## config.mk

```make
export PLATFORM = sky130hd
export DESIGN_NAME = key_scan_04
export DESIGN_NICKNAME = d
export VERILOG_FILES = /design/src/rtl/key_scan_04.sv
export SDC_FILE = /design/constraint.sdc
export NUM_CORES = 1
export LEC_CHECK = 0
export CORE_MARGIN = 2
export CORE_UTILIZATION = 35
export DETAILED_ROUTE_END_ITERATION = 12
export SETUP_SLACK_MARGIN = 0.02
export SYNTH_ARGS = -nofsm -noshare
export SYNTH_HDL_FRONTEND = slang
export SYNTH_SLANG_ARGS = --single-unit
```

## constraint.sdc

```tcl
create_clock -name clk -period 12.54 [get_ports clk]
set_clock_uncertainty 0.2 [all_clocks]
set_input_delay 1.881 -clock clk [delete_from_list [all_inputs] [get_ports clk]]
set_output_delay 1.881 -clock clk [all_outputs]
set_load 0.02 [all_outputs]
```

## src/rtl/key_scan_04.sv

```systemverilog
// key_scan_04: debounces 4 active-low push keys into press/release/long-press events
//   clk, rst          clock, asynchronous active-high reset
//   key_in[3:0]       raw key pins, active-low, asynchronous to clk
//   key_state[3:0]    debounced level per key (1 = pressed)
//   key_press[3:0]    1-cycle pulse on debounced press
//   key_release[3:0]  1-cycle pulse on debounced release
//   key_long[3:0]     1-cycle pulse once per press after LONG_CYCLES held
//   key_valid         1-cycle pulse when any key_press bit is high
//   key_code[1:0]     lowest pressed index, 0 when key_valid is low
module key_scan_04 #(
    parameter int DEB_CYCLES  = 1_000_000,
    parameter int LONG_CYCLES = 50_000_000,
    parameter int CNT_W       = 26
) (
    input  logic       clk,
    input  logic       rst,
    input  logic [3:0] key_in,
    output logic [3:0] key_state,
    output logic [3:0] key_press,
    output logic [3:0] key_release,
    output logic [3:0] key_long,
    output logic       key_valid,
    output logic [1:0] key_code
);
    typedef enum logic [1:0] {IDLE, PDEB, HELD, RDEB} state_t;
    localparam logic [CNT_W-1:0] DEB_MAX  = CNT_W'(DEB_CYCLES - 1);
    localparam logic [CNT_W-1:0] LONG_MAX = CNT_W'(LONG_CYCLES - 1);
    logic [3:0] sync_q, ks_q;
    state_t state_q [4];
    state_t state_d [4];
    logic [CNT_W-1:0] cnt_q [4];
    logic [CNT_W-1:0] cnt_d [4];
    logic [CNT_W-1:0] dcnt_q [4];
    logic [CNT_W-1:0] dcnt_d [4];
    logic [3:0] long_done_q, long_done_d;
    logic [3:0] key_state_q, key_state_d;
    logic [3:0] press_q, press_d;
    logic [3:0] release_q, release_d;
    logic [3:0] long_q, long_d;
    logic       valid_q, valid_d;
    logic [1:0] code_q, code_d;
    always_comb begin
        state_d     = state_q;
        cnt_d       = cnt_q;
        dcnt_d      = dcnt_q;
        long_done_d = long_done_q;
        key_state_d = key_state_q;
        press_d     = '0;
        release_d   = '0;
        long_d      = '0;
        for (int i = 0; i < 4; i++) begin
            case (state_q[i])
                IDLE: begin
                    if (!ks_q[i]) begin
                        state_d[i] = PDEB;
                        cnt_d[i]   = '0;
                    end
                end
                PDEB: begin
                    if (ks_q[i]) begin
                        state_d[i] = IDLE;
                    end else if (cnt_q[i] == DEB_MAX) begin
                        state_d[i]     = HELD;
                        cnt_d[i]       = '0;
                        press_d[i]     = 1'b1;
                        key_state_d[i] = 1'b1;
                    end else begin
                        cnt_d[i] = cnt_q[i] + 1'b1;
                    end
                end
                default: begin
                    // Hold timer runs through HELD and RDEB alike and parks at its
                    // limit so key_long can fire only once per press.
                    if (cnt_q[i] == LONG_MAX) begin
                        if (!long_done_q[i]) begin
                            long_d[i]      = 1'b1;
                            long_done_d[i] = 1'b1;
                        end
                    end else begin
                        cnt_d[i] = cnt_q[i] + 1'b1;
                    end
                    if (state_q[i] == HELD) begin
                        if (ks_q[i]) begin
                            state_d[i] = RDEB;
                            dcnt_d[i]  = '0;
                        end
                    end else if (!ks_q[i]) begin
                        state_d[i] = HELD;
                    end else if (dcnt_q[i] == DEB_MAX) begin
                        state_d[i]     = IDLE;
                        release_d[i]   = 1'b1;
                        key_state_d[i] = 1'b0;
                        long_done_d[i] = 1'b0;
                    end else begin
                        dcnt_d[i] = dcnt_q[i] + 1'b1;
                    end
                end
            endcase
        end
        valid_d = |press_d;
        code_d  = press_d[0] ? 2'd0 : press_d[1] ? 2'd1 : press_d[2] ? 2'd2 : press_d[3] ? 2'd3 : 2'd0;
    end
    always_ff @(posedge clk or posedge rst) begin
        if (rst) begin
            sync_q      <= '1;
            ks_q        <= '1;
            long_done_q <= '0;
            key_state_q <= '0;
            press_q     <= '0;
            release_q   <= '0;
            long_q      <= '0;
            valid_q     <= 1'b0;
            code_q      <= '0;
            for (int i = 0; i < 4; i++) begin
                state_q[i] <= IDLE;
                cnt_q[i]   <= '0;
                dcnt_q[i]  <= '0;
            end
        end else begin
            sync_q      <= key_in;
            ks_q        <= sync_q;
            long_done_q <= long_done_d;
            key_state_q <= key_state_d;
            press_q     <= press_d;
            release_q   <= release_d;
            long_q      <= long_d;
            valid_q     <= valid_d;
            code_q      <= code_d;
            for (int i = 0; i < 4; i++) begin
                state_q[i] <= state_d[i];
                cnt_q[i]   <= cnt_d[i];
                dcnt_q[i]  <= dcnt_d[i];
            end
        end
    end
    assign key_state   = key_state_q;
    assign key_press   = press_q;
    assign key_release = release_q;
    assign key_long    = long_q;
    assign key_valid   = valid_q;
    assign key_code    = code_q;
endmodule
```

Fig. 1: the metal 1 layer
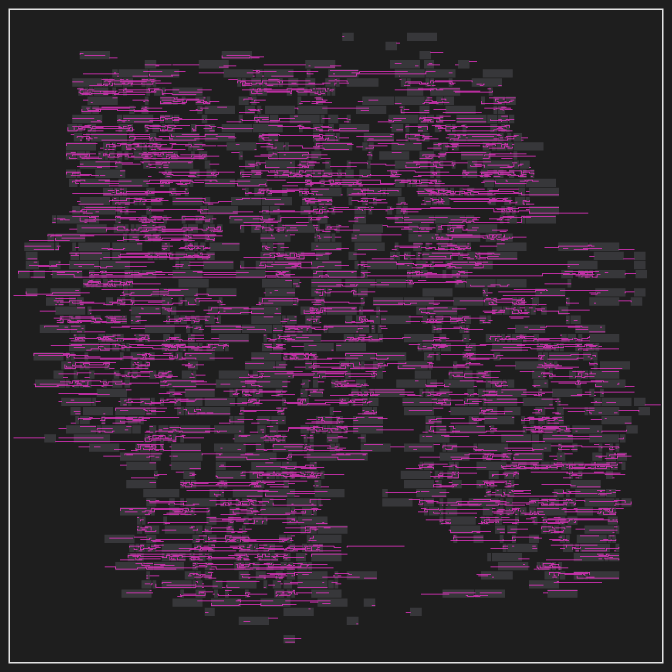
longest straight run	57.0 microns
wire length on this layer	13,100 microns
nets with wire on the layer	1,307
main direction	horizontal
met1 routing resource usage after global routing: 19.8%
Via Count: 9,826
Detailed Route WL: 26,400 microns

Fig. 2: the clock network
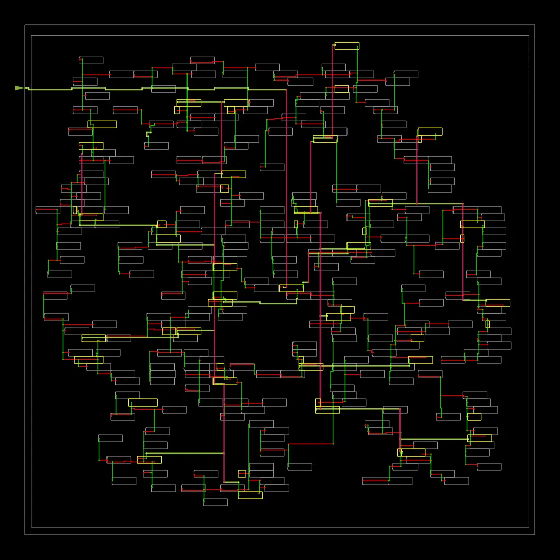
total number of clock tree sinks: 247
number of CTS-inserted buffers: 28
total of clock buffers placed in the layout: 41
clock latency on the worst-skew pair: 0.54 ns

## routing by layer
| metal | part of all wire (%) | vias up | global-route usage (%) | routed length [microns] |
|---|---|---|---|---|
| met5 | 0 | - | 0 | 0 |
| met2 | 45 | 136 | 23.3 | 12000 |
| met3 | 3.1 | 46 | 2.08 | 811 |
| li1 | - | 4862 | - | - |
| met1 | 49 | 4782 | 19.8 | 13100 |
| met4 | 2.1 | 0 | 3.68 | 561 |
## power by group
part	switching [W]	internal [W]
clock	0.000325	0.000515
sequential	0.0000383	0.000821
combinational	0.000107	0.0000539
total	0.000470	0.00139
## stage by stage
stage	setup slack, ns	instances
after floorplan	3.69	1370
after global placement	8.32	1818
after detailed placement	8.33	1818
after CTS	8.86	1870
after global routing	8.70	1870
final	8.90	1870
==> impl_results.html <==
<p>Metrics extracted from the flow reports.</p>
<table>
<tr><th>Metric</th><th>Value</th></tr>
<tr><th colspan="2">Logic synthesis</th></tr>
<tr><td>Number of flops mapped to enable cells by yosys</td><td>0</td></tr>
<tr><td>Yosys aoi share</td><td>7.83%</td></tr>
<tr><td>Post-synthesis net count</td><td>1,390</td></tr>
<tr><td>Synthesis-stage register bit count</td><td>247</td></tr>
<tr><td>Top area contributor share</td><td>47.2%</td></tr>
<tr><td>Sequential-to-total area share from yosys stat</td><td>48.8%</td></tr>
<tr><td>Chip area line of the yosys report</td><td>0.0127 sq mm</td></tr>
<tr><td>Main area contributors</td><td>sky130_fd_sc_hd__dfrtp_1, sky130_fd_sc_hd__nor2_1, sky130_fd_sc_hd__xor2_1</td></tr>
<tr><td>Commonest cells in the synthesized netlist</td><td>sky130_fd_sc_hd__nor2_1, sky130_fd_sc_hd__dfrtp_1, sky130_fd_sc_hd__nand2_1, sky130_fd_sc_hd__nand3_1, sky130_fd_sc_hd__xor2_1</td></tr>
<tr><td>Most frequent cell after synthesis</td><td>sky130_fd_sc_hd__nor2_1</td></tr>
<tr><td>Number of standard cells reported by yosys</td><td>1,370</td></tr>
<tr><td>Top flip-flop cell by instance count after synthesis</td><td>sky130_fd_sc_hd__dfrtp_1</td></tr>
<tr><td>Adder Share, Synth</td><td>1.38%</td></tr>
<tr><td>Post-synthesis async set-or-reset flop share</td><td>100%</td></tr>
<tr><td>Yosys warns</td><td>0</td></tr>
<tr><td>Post-synth top area cell</td><td>sky130_fd_sc_hd__dfrtp_1</td></tr>
<tr><td>Basic-gate share of the synthesized area counting and, or, nand and nor cells</td><td>28.7%</td></tr>
<tr><td>Area of the mapped netlist</td><td>0.0127 sq mm</td></tr>
<tr><th colspan="2">Die</th></tr>
<tr><td>Total number of placement rows</td><td>69</td></tr>
<tr><td>I/O pin cnt</td><td>25</td></tr>
<tr><td>Full die area</td><td>0.0378 sq mm</td></tr>
<tr><td>Taps Inserted</td><td>461</td></tr>
<tr><td>Initial standard-cell utilization of the core</td><td>35.6%</td></tr>
<tr><th colspan="2">Run status</th></tr>
<tr><td>Run status</td><td>finished clean</td></tr>
<tr><th colspan="2">Setup path</th></tr>
<tr><td>Largest delay share family, worst path</td><td>buffers and inverters</td></tr>
<tr><td>Cells along the critical path</td><td>clkdlybuf4s50_1</td></tr>
<tr><td>Biggest fanout along the worst timing path</td><td>3</td></tr>
<tr><td>Capture point of the critical path</td><td>key_state[3]</td></tr>
<tr><td>Worst R2R Start</td><td>cnt_q[26]$_DFFE_PP0P_</td></tr>
<tr><td>Number of cells on the worst reg-to-reg path</td><td>7</td></tr>
<tr><td>Endpoint of the worst register-to-register path</td><td>cnt_q[35]$_DFFE_PP0P_</td></tr>
<tr><td>Critical Path Start</td><td>key_state[3]$_DFFE_PP0P_</td></tr>
<tr><td>WP buf/inv</td><td>1</td></tr>
<tr><td>Endpoint class of the critical path</td><td>output port</td></tr>
<tr><td>Data arrival time of the critical path</td><td>1.56 ns</td></tr>
<tr><th colspan="2">Cells and area</th></tr>
<tr><td>Net total in the final layout</td><td>1,407</td></tr>
<tr><td>Antenna cell count</td><td>0</td></tr>
<tr><td>Combined flip-flop and latch cell area</td><td>0.00619 sq mm</td></tr>
<tr><td>Fin util</td><td>40.3%</td></tr>
<tr><td>Multi-input combinational area share</td><td>43.1%</td></tr>
<tr><td>Most common logic cells in the final layout</td><td>sky130_fd_sc_hd__nor2_1, sky130_fd_sc_hd__dfrtp_1, sky130_fd_sc_hd__nand2_1, sky130_fd_sc_hd__nand3_1, sky130_fd_sc_hd__xor2_1</td></tr>
<tr><td>Fraction of area in registers</td><td>43.1%</td></tr>
<tr><td>Ratio of cells with drive above 1 in the final layout</td><td>5.89%</td></tr>
<tr><td>Combinational gate area</td><td>0.00620 sq mm</td></tr>
<tr><td>Area growth from synthesis to layout</td><td>13.3%</td></tr>
<tr><td>Clock-cell share</td><td>6.72%</td></tr>
<tr><td>Most instantiated logic cell after routing</td><td>sky130_fd_sc_hd__nor2_1</td></tr>
<tr><td>Area of all placed cells without fillers</td><td>0.0144 sq mm</td></tr>
<tr><td>Logic Gate Count</td><td>1,047</td></tr>
<tr><td>Non-clock buffering overhead</td><td>2.25%</td></tr>
<tr><td>Layout buffer count excluding clock buffers</td><td>35</td></tr>
<tr><td>Most area-hungry cell class in the final design</td><td>multi-input combinational cells</td></tr>
<tr><th colspan="2">GRT</th></tr>
<tr><td>Global-route wire length before repair</td><td>46,700 microns</td></tr>
<tr><td>Global routing usage summed across all routing layers</td><td>14.2%</td></tr>
<tr><td>Number of global-route vias before repair</td><td>9,676</td></tr>
<tr><td>Maximum number of pins on one net before global-route repair</td><td>135</td></tr>
<tr><th colspan="2">Flow run</th></tr>
<tr><td>Max_cap viols</td><td>0</td></tr>
<tr><th colspan="2">STA</th></tr>
<tr><td>Final Hold Viols</td><td>0</td></tr>
<tr><td>Setup TNS</td><td>0 ns</td></tr>
<tr><td>Period minus WS final</td><td>3.64 ns</td></tr>
<tr><td>Final Max-Slew Violation Tally</td><td>0</td></tr>
<tr><td>Post-route fraction of the period consumed by the critical path</td><td>29.0%</td></tr>
<tr><td>Fin Hold WS</td><td>0.156 ns</td></tr>
<tr><td>Fmax</td><td>275 MHz</td></tr>
<tr><td>Setup-failing EPs final</td><td>0</td></tr>
<tr><td>RSZ-0062 raised after global routing</td><td>false</td></tr>
<tr><th colspan="2">Power and ir drop</th></tr>
<tr><td>Overall power</td><td>0.00186 W</td></tr>
<tr><td>Leakage power summed over all cells</td><td>6.16 nW</td></tr>
<tr><td>Worst VDD drop</td><td>98.1 uV</td></tr>
<tr><th colspan="2">Hold path</th></tr>
<tr><td>Min-delay src</td><td>sync_q[1]$_DFF_PP1_</td></tr>
<tr><td>Min-delay worst type</td><td>reg -&gt; reg</td></tr>
<tr><td>Hold worst-path end</td><td>ks_q[1]$_DFF_PP1_</td></tr>
<tr><th colspan="2">Routing</th></tr>
<tr><td>Average wire per cell in the routed design</td><td>14.1 microns</td></tr>
<tr><td>Number of nets with antenna violations after routing</td><td>0</td></tr>
<tr><th colspan="2">Clocking</th></tr>
<tr><td>Cell at the root of the clock tree</td><td>sky130_fd_sc_hd__clkbuf_16</td></tr>
<tr><td>Cts repair resizes</td><td>0</td></tr>
<tr><td>Clock-pin slew reported for the worst setup and hold paths after clock tree synthesis</td><td>0.06 ns</td></tr>
<tr><td>CTS Buffer Depth</td><td>3</td></tr>
<tr><th colspan="2">Place</th></tr>
<tr><td>Buffers added on ports</td><td>24</td></tr>
<tr><td>Post-detailed-placement half-perimeter wirelength</td><td>17,500 microns</td></tr>
<tr><td>RePlAce Congestion</td><td>0.825</td></tr>
</table>
Power is estimated from default activity; no workload was simulated.
